==> run_1/detail.png <==
Window x 51 to 91, y 51 to 91 microns. Cells in gray, sequential cells in the stronger gray; small squares are vias.
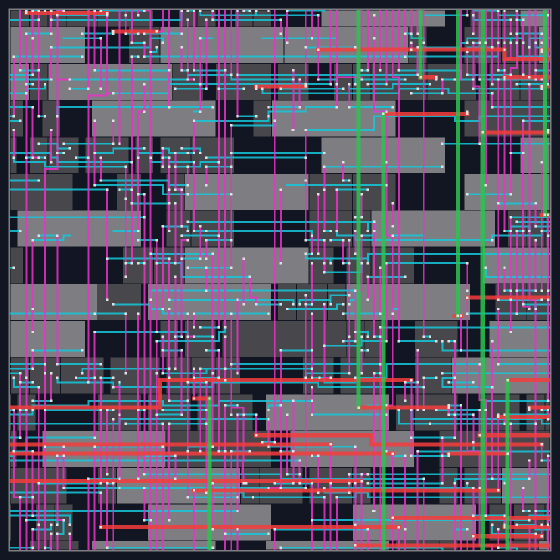
==> run_1/wires.png <==
(3 px per micron) Only two layers are drawn.
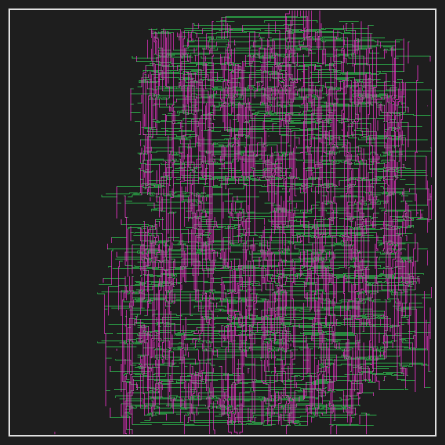
==> run_1/layer_met2.png <==
(3 px per micron) Cells faint in the background.
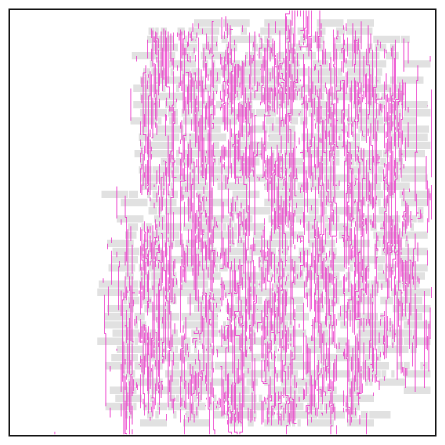
$ cat src/rtl/click_tag_arbiter.sv
// Click timestamp tagger: per-channel one-deep capture slots and an epoch
// marker for timestamp wrap. A round-robin arbiter feeds one ready/valid
// output register. The marker always wins over the channel slots.

// One capture slot per channel: holds a timestamp until the arbiter takes it.
module click_tag_slot #(
  parameter int TSW = 28
) (
  input  logic           clock,
  input  logic           reset,
  input  logic           cap,    // click qualified by enable
  input  logic           free,   // slot moves to the output register this cycle
  input  logic [TSW-1:0] ts,
  output logic           pend,
  output logic           lost,
  output logic [TSW-1:0] tsv,
  output logic           loss    // click arrived with nowhere to go
);
  assign loss = cap & pend & ~free;

  // A click refills a slot that is empty or being drained this cycle.
  // Otherwise the click only marks the held stamp as lost.
  always_ff @(posedge clock or posedge reset) begin
    if (reset) begin
      pend <= 1'b0;
      lost <= 1'b0;
      tsv  <= '0;
    end else if (cap && (!pend || free)) begin
      pend <= 1'b1;
      lost <= 1'b0;
      tsv  <= ts;
    end else begin
      if (loss) lost <= 1'b1;
      if (free) pend <= 1'b0;
    end
  end
endmodule

module click_tag_arbiter #(
  parameter int NCH = 4,
  parameter int TSW = 28
) (
  input  logic           clock,
  input  logic           reset,
  input  logic [NCH-1:0] click_pulse,
  input  logic           enable,
  input  logic           clear,
  output logic [31:0]    out_data,
  output logic           out_valid,
  input  logic           out_ready,
  output logic [NCH-1:0] overflow_flags
);
  localparam int CW = (NCH > 1) ? $clog2(NCH) : 1;

  logic [TSW-1:0]            ts;
  logic [15:0]               epoch;
  logic                      rp, ml;       // rollover pending, marker lost
  logic [CW-1:0]             ptr, gnt, idx;
  logic                      any;
  logic [NCH-1:0]            pend, lost, loss, free, cap;
  logic [NCH-1:0][TSW-1:0]   tsv;
  logic [NCH-1:0][31:0]      chw;
  logic                      load, wrap, take_mk, take_ch;

  assign load    = ~out_valid | out_ready;
  assign wrap    = enable & (&ts);
  assign take_mk = load & rp;
  assign take_ch = load & ~rp & any;
  assign cap     = click_pulse & {NCH{enable}};

  // Per-channel slots and their tag words. Narrow stamps leave room for a
  // 3-bit channel field; wide stamps use bits 30:29 for the channel.
  for (genvar i = 0; i < NCH; i++) begin : g_ch
    click_tag_slot #(.TSW(TSW)) u_slot (
      .clock (clock),
      .reset (reset),
      .cap   (cap[i]),
      .free  (free[i]),
      .ts    (ts),
      .pend  (pend[i]),
      .lost  (lost[i]),
      .tsv   (tsv[i]),
      .loss  (loss[i])
    );
    if (TSW <= 27) begin : g_narrow
      assign chw[i] = {1'b0, 3'(i), lost[i], 27'(tsv[i])};
    end else begin : g_wide
      assign chw[i] = {1'b0, 2'(i), lost[i], tsv[i][27:0]};
    end
  end

  // Round-robin search from ptr. Scan downward so the nearest pending wins.
  always_comb begin
    gnt = ptr;
    any = 1'b0;
    idx = ptr;
    for (int k = NCH - 1; k >= 0; k--) begin
      idx = ptr + CW'(k);
      if (pend[idx]) begin
        gnt = idx;
        any = 1'b1;
      end
    end
  end

  // One-hot release of the granted slot.
  always_comb begin
    free      = '0;
    free[gnt] = take_ch;
  end

  // Timestamp and epoch. Both freeze while disarmed.
  always_ff @(posedge clock or posedge reset) begin
    if (reset) begin
      ts    <= '0;
      epoch <= '0;
    end else if (enable) begin
      ts <= ts + 1'b1;
      if (&ts) epoch <= epoch + 16'd1;
    end
  end

  // Rollover marker request. A wrap while an unsent marker is pending sets
  // marker-lost, unless that marker leaves in the same cycle.
  always_ff @(posedge clock or posedge reset) begin
    if (reset) begin
      rp <= 1'b0;
      ml <= 1'b0;
    end else if (wrap) begin
      rp <= 1'b1;
      if (rp && !take_mk) ml <= 1'b1;
      else if (take_mk)   ml <= 1'b0;
    end else if (take_mk) begin
      rp <= 1'b0;
      ml <= 1'b0;
    end
  end

  // Output register. It refills whenever it is empty or being accepted.
  always_ff @(posedge clock or posedge reset) begin
    if (reset) begin
      out_valid <= 1'b0;
      out_data  <= '0;
    end else if (load) begin
      out_valid <= rp | any;
      if (rp)       out_data <= {1'b1, 2'b00, ml, 12'h000, epoch};
      else if (any) out_data <= chw[gnt];
    end
  end

  // Round-robin pointer: next search starts after the last granted channel.
  always_ff @(posedge clock or posedge reset) begin
    if (reset)        ptr <= '0;
    else if (take_ch) ptr <= gnt + 1'b1;
  end

  // Sticky loss flags. A new loss overrides a simultaneous clear.
  always_ff @(posedge clock or posedge reset) begin
    if (reset) overflow_flags <= '0;
    else       overflow_flags <= (clear ? '0 : overflow_flags) | loss;
  end
endmodule

$ cat config.mk
export PLATFORM = sky130hd
export DESIGN_NAME = click_tag_arbiter
export DESIGN_NICKNAME = d
export VERILOG_FILES = /design/src/rtl/click_tag_arbiter.sv
export SDC_FILE = /design/constraint.sdc
export NUM_CORES = 1
export LEC_CHECK = 0
export CORE_UTILIZATION = 50
export CTS_CLUSTER_SIZE = 25
export DETAILED_ROUTE_END_ITERATION = 10
export DONT_BUFFER_PORTS = 1
export PLACE_DENSITY = 0.77
export SYNTH_ARGS = -nofsm -noshare
export SYNTH_HDL_FRONTEND = slang
export SYNTH_SLANG_ARGS = --single-unit
$ cat constraint.sdc
create_clock -name clock -period 6.9 [get_ports clock]
set_input_delay 1.38 -clock clock [delete_from_list [all_inputs] [get_ports clock]]
set_output_delay 1.38 -clock clock [all_outputs]
set_load 0.1 [all_outputs]
==> run notes, run 1 <==
fresh numbers from the pnr run: Post-synth top cells 205 x dfrtp_1, 202 x nand2_1, 98 x o22ai_1, I/O Buffers 0, worst path required time just over 7000 ps, TritonCTS Buffers 21, Largest type area fraction between 50 and 60%, Tightest Pin Transition 1270 ps, count of cell types in the netlist between 50 and 60, Hold Path Class register to register, final std cells w/o fill approximately 1200, crit path DAT just under 4000 ps, most frequent cells in the layout 205 x dfrtp_1, 202 x nand2_1, 98 x o22ai_1, Post-synth EDFFs 0, RSZ-0062 raised after global routing no, # H-tree levels 1, Final Hold Fails 0, critical path peak fanout 19, Yosys Chip Area 9760 sq um, startpoint types register, status finished, final reports clean, Die Size ~20000 sq um, Critical-path top delay cell or3_1, Syn Nets approximately 950, fin crit share about 52%, leading cell type by number of instances after synthesis dfrtp_1, final core utilization between 50% and 60%, R2R Setup Slk 3290 ps, worst slack, placed 3250 ps, grt ovf 0, Crit Reg-Reg Endpoint g_ch[1].u_slot.tsv[3], largest net degree at the start of global routing 206, nets slightly above 900, Synth area leader dfrtp_1, OpenROAD warnings 28, Max-cap violations 0, CP peak stage delay around 830 ps, placed insts roughly 1100, Die W around 140 microns, synthesized area roughly 10000 sq um, ANT cells 0, core area 18900 sq um, P per Cell Area roughly 430 nW/um^2, CP dominant cell by count buf_4, Worst Hold Depth 1, Achievable Freq 0.277 GHz, CTS tree yes, Die Y between 100 and 150 microns, area added between synthesis and finish 7.80%, Slew headroom 15.4%, Top cells by area dfrtp_1 53%, nand2_1 7.8%, o22ai_1 6.3%, worst-case clock buffer depth 3, worst r2r src g_ch[2].u_slot.pend, cells on worst reg2reg path 8, Syn Area/Cell around 10 sq um, yosys cell count roughly 940, Hold Crit Start g_ch[3].u_slot.tsv[21], vias per std cell approximately 6.3, post_cts resized 0, # Post-CTS Setup Buffers 0, CP Capture Type register, first-pass GRT wire length a little over 40 mm, initial DRC count 725, vias in the first global route ~7600, Routed Antenna Nets 0, Power, Total 4.55 mW, Slew Limit Fails 0, layout cell share with drive strength beyond 1 around 11%, clock-pin transition on the worst setup and hold timing paths around 60 ps, Cell Area, Placed between 9000 and 10000 sq um, min cycle time layout approximately 3600 ps, ys async rst share 100%, Hold Crit Endpoint g_ch[3].u_slot.tsv[21], DRT Pass-1 Iters 5, dpl hpwl 15.5 mm, Worst-Skew Late Latency 510 ps, fp_density about half, RePlAce Congestion 0.847, hold_ws approximately 510 ps, crit path buf inv count 3, Final Skew 19.1 ps, FP Rows approximately 50, Dominant flop cell dfrtp_1, cts hold-fix bufs 0, ys flops 205, critical-path cell list nor2b_4 -> o21a_1 -> buf_4 -> or3_1 -> buf_4 -> nor3_4 -> buf_4 -> o22ai_1, # IOs about 46, Final WS setup about 3300 ps, Root Driver clkbuf_16, Yosys warning total 0, largest delay contributor family on the critical path simple AND/OR/NAND/NOR gates, register area share after synthesis about 53%, Post-Route Setup TNS 0 ps, Syn Inst Count 940, Leakage between 4 and 5 nW, cell area after layout 10500 sq um, drt drc 0, # setup viols final 0, WS Path Type register to register, initial antenna violation count 0
Back to the opening pictures, detail.png:
Key: cyan = metal 1; green = metal 4; magenta = metal 2; red = metal 3
Sequential cells in the window: 24. Netlist names of flops here include g_ch.u_slot.tsv (12), ts (11). Most frequent: nand2_1 (25), dfrtp_1 (24), o22ai_1 (9). 108 logic cells have their middle in the window.

Back to the opening pictures, wires.png:
Key: green = metal 1 [wire length 10600 microns]; magenta = metal 2 [wire length 11800 microns]
post-DR wirelength/cell: 21.4 microns
total track usage: 26.3%
via count: 7442

Back to the opening pictures, layer_met2.png:
764 nets have wire on it. The layer holds 47% of the routed length. The longest straight run is 56.8 microns. The wires run mostly vertical.
GR met2 Demand/Resource: 41.7%
DRT Wirelength: 25.1 mm

run 1: where the power goes:
part	switching, mW	internal [mW]	total, mW
clock network	0.467	0.696	1.16
registers	0.603	1.38	1.98
logic	0.909	0.497	1.41
total	1.98	2.57	4.55
run 1: layer usage:
metal  track usage [%]  vias to the layer above  share of wire (%)
met1              35.8                     3748                 42
met2              41.7                      338                 47
li1                  -                     3296                  -
met3              4.93                       60                7.6
met5                 0                        -                  0
met4              10.0                        0                3.2
run 1: sequential cells by signal (all words and copies together), names as in the netlist, named ones only:
name,cells
epoch,16
g_ch.u_slot.lost,4
g_ch.u_slot.pend,4
g_ch.u_slot.tsv,112
out_data,32
out_valid,1
overflow_flags,4
ptr,2
rp,1
ts,28
run 1: worst max path at each step:
stage / end / cells after the start / start
6_report: g_ch[1].u_slot.tsv[3] / 8 / g_ch[2].u_slot.pend
5_1_grt: g_ch[1].u_slot.tsv[9] / 8 / g_ch[2].u_slot.pend
4_1_cts: g_ch[1].u_slot.tsv[3] / 8 / g_ch[2].u_slot.pend
3_5_place_dp: g_ch[2].u_slot.tsv[18] / 6 / out_ready
3_3_place_gp: g_ch[0].u_slot.tsv[18] / 6 / out_ready
2_1_floorplan: asynchronous set/reset pin / 1 / reset
run 1: layout make-up:
cell class / instances / area, sq um
sequential: 205 / 5130
clock inverter: 5 / 78.8
inverter: 8 / 33.8
fill: 1524 / 8370
timing repair buffer: 18 / 148
clock buffer: 30 / 619
multi-input combinational: 648 / 4180
tap: 260 / 325
run 1: cell families (layout without fill, tap and decap cells):
logic type,count (synthesis),count (layout),share of synthesized area [%]
xor+xnor,43,43,3.86
buf+inv,87,61,4.65
flops,205,205,52.6
simple gates,348,348,17.2
fa+ha+maj,2,2,0.256
mux,71,71,7.67
compound gates,184,184,13.8
==> run 2: changes to the inputs <==
==> constraint.sdc (replaced) <==
create_clock -name clock -period 2.9 [get_ports clock]
set_input_delay 0.58 -clock clock [delete_from_list [all_inputs] [get_ports clock]]
set_output_delay 0.58 -clock clock [all_outputs]
set_load 0.1 [all_outputs]
==> run 2 against run 1 <==
Effect of this change: via count up 2.4%; largest power group unchanged; register-to-register slack worse by 2900 ps; hold slack worse by 350 ps.
==> run notes, run 2 <==
fresh numbers from the pnr run: Syn Area/Cell 10.4 sq um (unchanged), initial antenna violation count 0 (unchanged), Simple-Gate Area Share 17.2% (unchanged), Final Skew 21.2 ps (+2.10 ps), layout cell share with drive strength beyond 1 13.7% (+2.7 points), Dominant comb cell simple AND/OR/NAND/NOR gates, met3 WL 2.28 mm (+19%), Compound Share, Synth 13.8% (unchanged), R2R Setup Slk 360 ps (-2930 ps), worst path required time 3280 ps (-3980 ps), Multiplexer share 7.67% (unchanged), Met2 Routed Length 11.9 mm (+1.3%), VDD IR max approximately 0.70 mV, gr busiest metal met2, P per Cell Area 1030 nW/um^2 (+140%), Syn Nets 951 (unchanged), Critical-path top delay cell dfrtp_1, Tightest Pin Transition 1000 ps (-270 ps), Yosys warning total 0 (unchanged), Post-synth top cells 205 x dfrtp_1, 202 x nand2_1, 98 x o22ai_1, vias in the first global route 7373 (-3.1%), I/O Buffers 0 (unchanged), Post-synth EDFFs 0 (unchanged), yosys cell count 940 (unchanged), OpenROAD warnings 27 (-3.6%), TritonCTS Buffers 21 (unchanged), Yosys Chip Area 9760 sq um (unchanged), synthesized area 9760 sq um (unchanged), post-DR wirelength/cell 21.4 microns (+0.11%), drt drc 0 (unchanged), FP Rows 50 (unchanged), clk sinks ~210, most frequent cells in the layout 205 x dfrtp_1, 202 x nand2_1, 98 x o22ai_1, fin crit share 87.7% (+35 points), RSZ-0062 raised after global routing no, Crit Reg-Reg Endpoint g_ch[1].u_slot.tsv[7], Die W 142 microns (unchanged), Worst-Skew Late Latency 520 ps (about the same), Max-cap violations 0 (unchanged), largest net degree at the start of global routing 53 (-74%), # setup viols final 0 (unchanged), first-pass GRT wire length 41.1 mm (-0.83%), Syn Inst Count 940 (unchanged), min cycle time layout 2540 ps (-1070 ps), Post-Route Setup TNS 0 ps (unchanged), crit path DAT 2920 ps (-1050 ps), ys flops 205 (unchanged), core area 18900 sq um (unchanged), Final WS setup 357 ps (-2930 ps), Slew Limit Fails 0 (unchanged), met3 usage 4.83% (-0.10 points), CTS tree yes, Hold Crit Endpoint overflow_flags[2], Top cells by area dfrtp_1 53%, nand2_1 7.8%, o22ai_1 6.3%, placed insts 1168 (+2.5%), CP dominant cell by count buf_4, Metal-1 WL 10.9 mm (+2.5%), via count 7624 (+2.4%), DRT Wirelength 25.8 mm (+2.8%), worst r2r src g_ch[3].u_slot.pend, initial DRC count 951 (+31%), Worst Hold Depth 1 (unchanged), cells on worst reg2reg path 8 (unchanged), max layer used met4, total track usage 26.3% (+0.076 points), fillcell total 1539 (+0.98%), Die Size 20100 sq um (unchanged), area added between synthesis and finish 10.2%, vias per std cell 6.32 (-0.27%), Die Y 142 microns (unchanged), # H-tree levels 1 (unchanged), Adders+Majority by Area 0.256% (unchanged), max FFs per register 112 (unchanged), Slew headroom 33.3% (+18 points), nets 943 (+3.3%), Cell Area, Placed 10000 sq um (+2.2%), Root Driver clkbuf_16, cell area after layout 10800 sq um (+2.2%), Synth area leader dfrtp_1, yosys xor share 3.86% (unchanged), met1 Use GR 36.2% (+0.39 points), critical path peak fanout 23 (+4), worst slack, placed 420 ps (-2830 ps), crit path buf inv count 3 (unchanged), startpoint types register, register area share after synthesis 52.6% (unchanged), RePlAce Congestion 0.855 (+0.93%), GR met2 Demand/Resource 42.2% (+0.41 points), dpl hpwl 16.3 mm (+4.8%), largest delay contributor family on the critical path simple AND/OR/NAND/NOR gates, # Post-CTS Setup Buffers 0 (unchanged), Routed Antenna Nets 0 (unchanged), Hold Crit Start clear, Leakage 4.65 nW (+3.2%), CP peak stage delay 570 ps (-260 ps), fp_density 51.6% (unchanged), status finished, final reports clean, grt ovf 0 (unchanged), # IOs 46 (unchanged), final core utilization 56.9% (+1.2 points), final std cells w/o fill 1206 (+2.7%), critical-path cell list or2_2 -> a21oi_2 -> buf_4 -> or3_1 -> buf_4 -> nor3_4 -> buf_4 -> o32ai_1, DRT Pass-1 Iters 5 (unchanged), clock-pin transition on the worst setup and hold timing paths 60 ps (about the same), most numerous logic cell after layout dfrtp_1, Dominant flop cell dfrtp_1, count of cell types in the netlist 56 (unchanged), Achievable Freq 0.393 GHz (+42%), Largest type area fraction 52.6% (unchanged), ANT cells 0 (unchanged), WS Path Type register to register, biggest regs g_ch.u_slot.tsv: 112 flops, out_data: 32 flops, ts: 28 flops, hold_ws 161 ps (-347 ps), ys async rst share 100% (unchanged), Biggest register g_ch.u_slot.tsv, leading cell type by number of instances after synthesis dfrtp_1, CP Capture Type register, worst-case clock buffer depth 3 (unchanged), Final Hold Fails 0 (unchanged), Hold Path Class primary input to register, Power, Total 11.1 mW (+140%), post_cts resized 0 (unchanged)
[run 2: cell types whose count changed in the layout (fill, tap and decap cells not counted)]
| cell | change |
|---|---|
| o21ai_1 | +1 |
| buf_4 | +29 |
| dlygate4sd3_1 | +1 |
| clkinvlp_4 | +1 |
| clkinv_2 | +2 |
| o21ai_2 | -1 |
| bufinv_16 | +1 |
| clkbuf_8 | -3 |
| clkbuf_1 | +1 |
[run 2: area by class of cell]
class,count,area (sq um),share of cell area (%)
Sequential cell,205,5130,47.7
Multi-Input combinational cell,648,4180,38.9
Clock inverter,9,126,1.18
Inverter,8,33.8,0.314
Clock buffer,28,582,5.41
Tap cell,260,325,3.03
Timing Repair Buffer,48,375,3.49
[run 2: where the power goes]
part / leakage (nW) / internal [mW] / switching [mW]
combinational: 1.57 / 1.35 / 2.46
clock: 0.348 / 1.68 / 1.13
sequential: 2.73 / 3.29 / 1.17
total: 4.65 / 6.32 / 4.76
[run 2: repair_timing]
| item | CTS | global route |
|---|---|---|
| setup endpoints to repair | 0 | 0 |
| hold buffers | 1 | 0 |
| endpoints found under the hold margin | 13 | 0 |
[run 2: how the worst max path moves through the flow]
stage | startpoint | endpoint | slack (ps) | depth (start not counted)
floorplan | reset | asynchronous set/reset pin | -340 | 1
global placement | g_ch[0].u_slot.pend | g_ch[3].u_slot.tsv[4] | 460 | 6
detailed placement | g_ch[3].u_slot.pend | g_ch[2].u_slot.tsv[24] | 420 | 7
CTS | g_ch[3].u_slot.pend | g_ch[1].u_slot.tsv[7] | 400 | 8
global route | g_ch[3].u_slot.pend | g_ch[2].u_slot.tsv[0] | 230 | 6
finish | g_ch[3].u_slot.pend | g_ch[1].u_slot.tsv[7] | 360 | 8
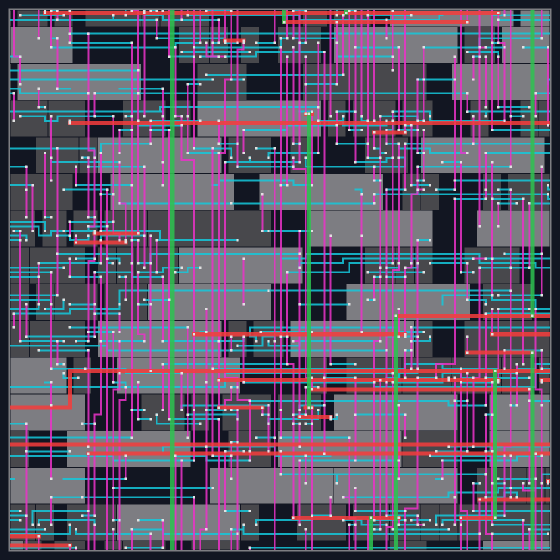
(run_2/detail.png)
Window x 51 to 91, y 51 to 91 microns. Cells in gray, sequential cells in the stronger gray; small squares are vias.
Key: green = metal 4; magenta = metal 2; cyan = metal 1; red = metal 3
Most frequent: dfrtp_1 (25), nand2_1 (24), o22ai_1 (9). Sequential cells in the window: 25. 100 logic cells have their middle in the window. Netlist names of flops here include g_ch.u_slot.tsv (18), ts (6).

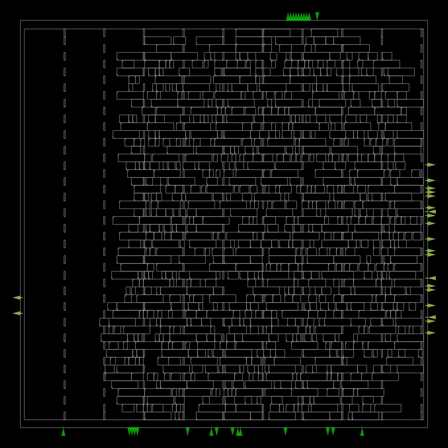
(run_2/placement.png)
flip-flops: 205
Tapcells: 260
Seq area share: 47.7%

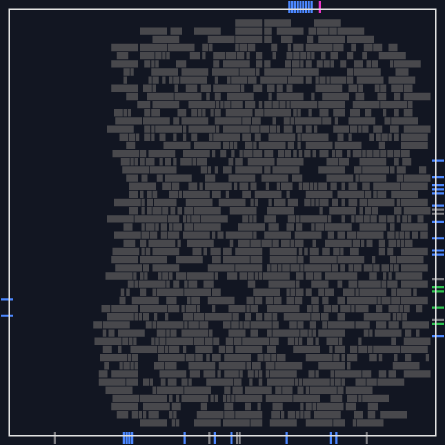
(run_2/io_placement.png)
(3 px per micron) Pins as bars across the die edge, other pins in gray.
Key: magenta = enable [pins 1, direction input, edge top]; green = overflow_flags [pins 4, direction output, edge right]; blue = out_data [pins 32, direction output, edge 11 right, 10 bottom, 9 top, 2 left]

==> run 3: changes to the inputs <==
--- a/config.mk
+++ b/config.mk
@@ -9,7 +9,9 @@
 export CTS_CLUSTER_SIZE = 25
 export DETAILED_ROUTE_END_ITERATION = 10
 export DONT_BUFFER_PORTS = 1
-export PLACE_DENSITY = 0.77
+export PLACE_DENSITY = 0.79
+export SKIP_CTS_REPAIR_TIMING = 1
 export SYNTH_ARGS = -nofsm -noshare
 export SYNTH_HDL_FRONTEND = slang
 export SYNTH_SLANG_ARGS = --single-unit
+export TNS_END_PERCENT = 30
==> run 3 against run 2 <==
Effect of this change: sequential power is essentially flat; die size unchanged; sequential share of layout area barely moved; clock skew decreased by 13 ps; highest routed layer unchanged.
==> run notes, run 3 <==
fresh numbers from the pnr run: status finished, final reports clean, Syn Inst Count 940 (unchanged), worst path required time 3280 ps (about the same), Net Switching 4.71 mW (-0.93%), fillcell total 1571 (+2.1%), crit path DAT 2960 ps (+40 ps), nets 945 (+0.21%), area added between synthesis and finish 10.2% (about the same), Die W 142 microns (unchanged), ys flops 205 (unchanged), hold_ws 51.4 ps (-109 ps), max layer used met4, CP peak stage delay 710 ps (+140 ps), met3 WL 2.27 mm (-0.35%), RePlAce Congestion 0.863 (+0.96%), leading cell type by number of instances after synthesis dfrtp_1, initial antenna violation count 0 (unchanged), met3 usage 4.39% (-0.44 points), max FFs per register 112 (unchanged), # H-tree levels 1 (unchanged), # setup viols final 0 (unchanged), clk pwr 2.58 mW (-7.9%), fp_density 51.6% (unchanged), vias per std cell 6.28 (-0.61%), Syn Area/Cell 10.4 sq um (unchanged), met1 Use GR 35.0% (-1.2 points), count of cell types in the netlist 56 (unchanged), yosys cell count 940 (unchanged), register area share after synthesis 52.6% (unchanged), core area 18900 sq um (unchanged), first-pass GRT wire length 40.9 mm (-0.59%), Root Driver clkbuf_16, Final Skew 8.12 ps (-13.0 ps), Seq. pwr 4.46 mW (about the same), synthesized area 9760 sq um (unchanged), initial DRC count 671 (-29%), Switching Fraction 43.3% (+0.39 points), critical path peak fanout 28 (+22%), DRT Pass-1 Iters 5 (unchanged), Met2 Routed Length 11.8 mm (-1.4%), Tightest Pin Transition 1010 ps (+8.68 ps), largest delay contributor family on the critical path simple AND/OR/NAND/NOR gates, Routed Antenna Nets 0 (unchanged), Post-synth EDFFs 0 (unchanged), Largest type area fraction 52.6% (unchanged), # IOs 46 (unchanged), clock power share 23.7% (-1.6 points), Critical-path top delay cell nor3_4, Max-cap violations 0 (unchanged), Top cells by area dfrtp_1 53%, nand2_1 7.8%, o22ai_1 6.3%, Syn Nets 951 (unchanged), P per Cell Area 1010 nW/um^2 (-1.8%), Metal-1 WL 10.7 mm (-1.8%), Yosys Chip Area 9760 sq um (unchanged), Hold Path Class primary input to asynchronous set/reset pin, VDD IR max 0.523 mV (-26%), power share of the combinational group 35.3% (+0.9 points), Synth area leader dfrtp_1, min cycle time layout 2580 ps (+38.8 ps), I/O Buffers 0 (unchanged), Dominant flop cell dfrtp_1, grt ovf 0 (unchanged), RSZ-0062 raised after global routing no, dpl hpwl 16.3 mm (about the same), clock-pin transition on the worst setup and hold timing paths 60 ps (about the same), Power, Total 10.9 mW (-1.8%), Slew headroom 32.8% (-0.58 points), Die Y 142 microns (unchanged), Worst-Skew Late Latency 500 ps (-20 ps), fin crit share 89.0% (+1.3 points), CP Capture Type register, Reg power frac 41.0% (+0.7 points), ANT cells 0 (unchanged), startpoint types register, internal power 6.16 mW (-2.5%), FP Rows 50 (unchanged), Leakage 4.65 nW (about the same), ys async rst share 100% (unchanged), Pwr top sequential cells, Biggest register g_ch.u_slot.tsv, biggest regs g_ch.u_slot.tsv: 112 flops, out_data: 32 flops, ts: 28 flops, Comb power 3.83 mW (about the same), largest net degree at the start of global routing 58 (+9.4%), clk sinks 205 (unchanged), worst-case clock buffer depth 3 (unchanged), crit path buf inv count 1 (-2), Yosys warning total 0 (unchanged), Post-synth top cells 205 x dfrtp_1, 202 x nand2_1, 98 x o22ai_1, OpenROAD warnings 27 (unchanged), most frequent cells in the layout 205 x dfrtp_1, 202 x nand2_1, 98 x o22ai_1, CTS tree yes, vias in the first global route 7705 (+4.5%), gr busiest metal met2, Achievable Freq 0.387 GHz (-1.5%), layout cell share with drive strength beyond 1 13.8% (+0.091 points), most numerous logic cell after layout dfrtp_1, Final Hold Fails 0 (unchanged), TritonCTS Buffers 21 (unchanged), WS Path Type register to register, Die Size 20100 sq um (unchanged), critical-path cell list nor2b_1 -> o21a_1 -> nor3_4 -> a31oi_4 -> buf_4 -> mux2_1, drt drc 0 (unchanged), Slew Limit Fails 0 (unchanged)
## run 3: path summary, 6_finish.rpt
kind	from	endpoint	slack, ps	cells past startpoint
hold reg to reg	g_ch[3].u_slot.tsv[4]	g_ch[3].u_slot.tsv[4]	490	1
setup / recovery	g_ch[3].u_slot.pend	g_ch[3].u_slot.tsv[15]	320	6
hold / removal	reset	g_ch[3].u_slot.tsv[25]	50	1
setup reg to reg	g_ch[3].u_slot.pend	g_ch[3].u_slot.tsv[15]	320	6
min in group clock	enable	ts[0]	170	1
max in group asynchronous	reset	out_data[2]	2120	2
## run 3: kinds of logic after synthesis
kind of cell | Yosys count | synth area share [%]
AOI/OAI and AO/OA | 184 | 13.8
adders and majority gates | 2 | 0.256
and+or+nand+nor | 348 | 17.2
xor gates and xnor gates | 43 | 3.86
muxes | 71 | 7.67
buffers and inverters | 87 | 4.65
DFF | 205 | 52.6
## run 3: worst reg2reg max path, stage by stage (launching register included)
cell and delay, ps:
dfrtp_1 580, nor2b_1 90, o21a_1 230, nor3_4 710
a31oi_4 150, buf_4 330, mux2_1 380
## run 3: per-stage QoR
stage	cells	cell area (sq um)	util [%]	setup slack, ps	setup TNS, ps
detailed placement	1171	10100	53.5	353	0
finish	1207	10800	56.9	318	0
global placement	1171	10100	53.5	447	0
floorplan	940	9760	-	-338	-69350
CTS	1207	10800	56.9	351	0
global route	1207	10800	56.9	207	0
## run 3: cell type report
| class | count | area (sq um) | area share (%) |
|---|---|---|---|
| clock inverters | 4 | 20.0 | 0.186 |
| well taps | 260 | 325 | 3.03 |
| clock buffers | 32 | 627 | 5.83 |
| flip-flops and latches | 205 | 5130 | 47.7 |
| repair buffers | 50 | 438 | 4.07 |
| multi-input cells | 648 | 4180 | 38.9 |
| inverters | 8 | 33.8 | 0.314 |
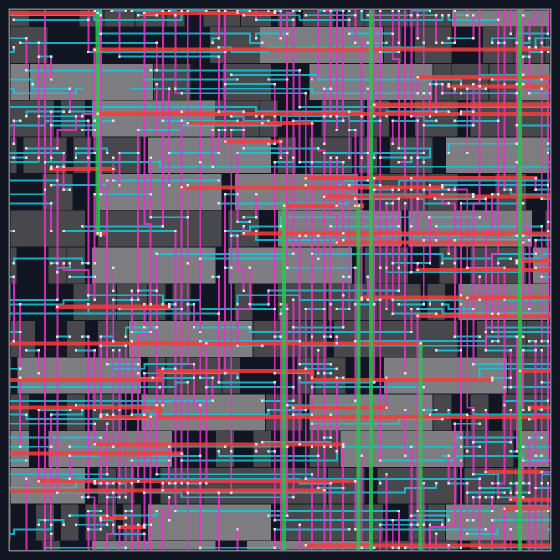
(run_3/detail.png)
Window x 51 to 91, y 51 to 91 microns. Cells in gray, sequential cells in the stronger gray; small squares are vias.
Key: red = metal 3; green = metal 4; magenta = metal 2; cyan = metal 1
Sequential cells in the window: 23. 111 logic cells have their middle in the window. Most frequent: nand2_1 (27), dfrtp_1 (23), o22ai_1 (10). Netlist names of flops here include g_ch.u_slot.tsv (16), ts (5), out_data (2).

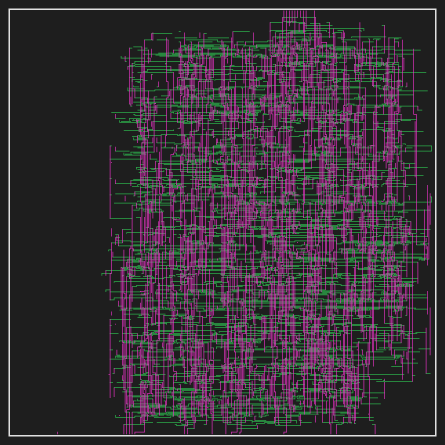
(run_3/wires.png)
(3 px per micron) Only two layers are drawn.
Key: green = metal 1 [wire length 10700 microns]; magenta = metal 2 [wire length 11800 microns]
post-DR wirelength/cell: 21.1 microns
total track usage: 25.9%
via count: 7584
DRT Wirelength: 25.5 mm

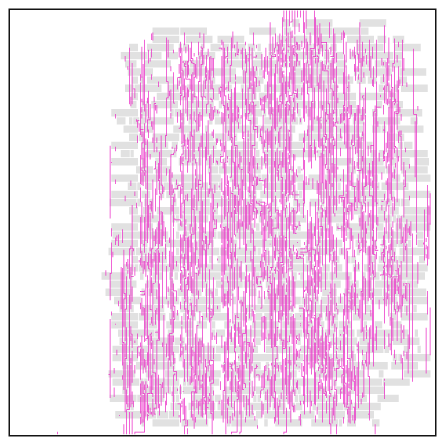
(run_3/layer_met2.png)
(3 px per micron) Cells faint in the background.
The wires run mostly vertical. The layer carries 11800 microns of wire. 789 nets have wire on it. The layer holds 46% of the routed length. The longest straight run is 51.5 microns.
GR met2 Demand/Resource: 41.5%

Power is estimated from default activity; no workload was simulated.
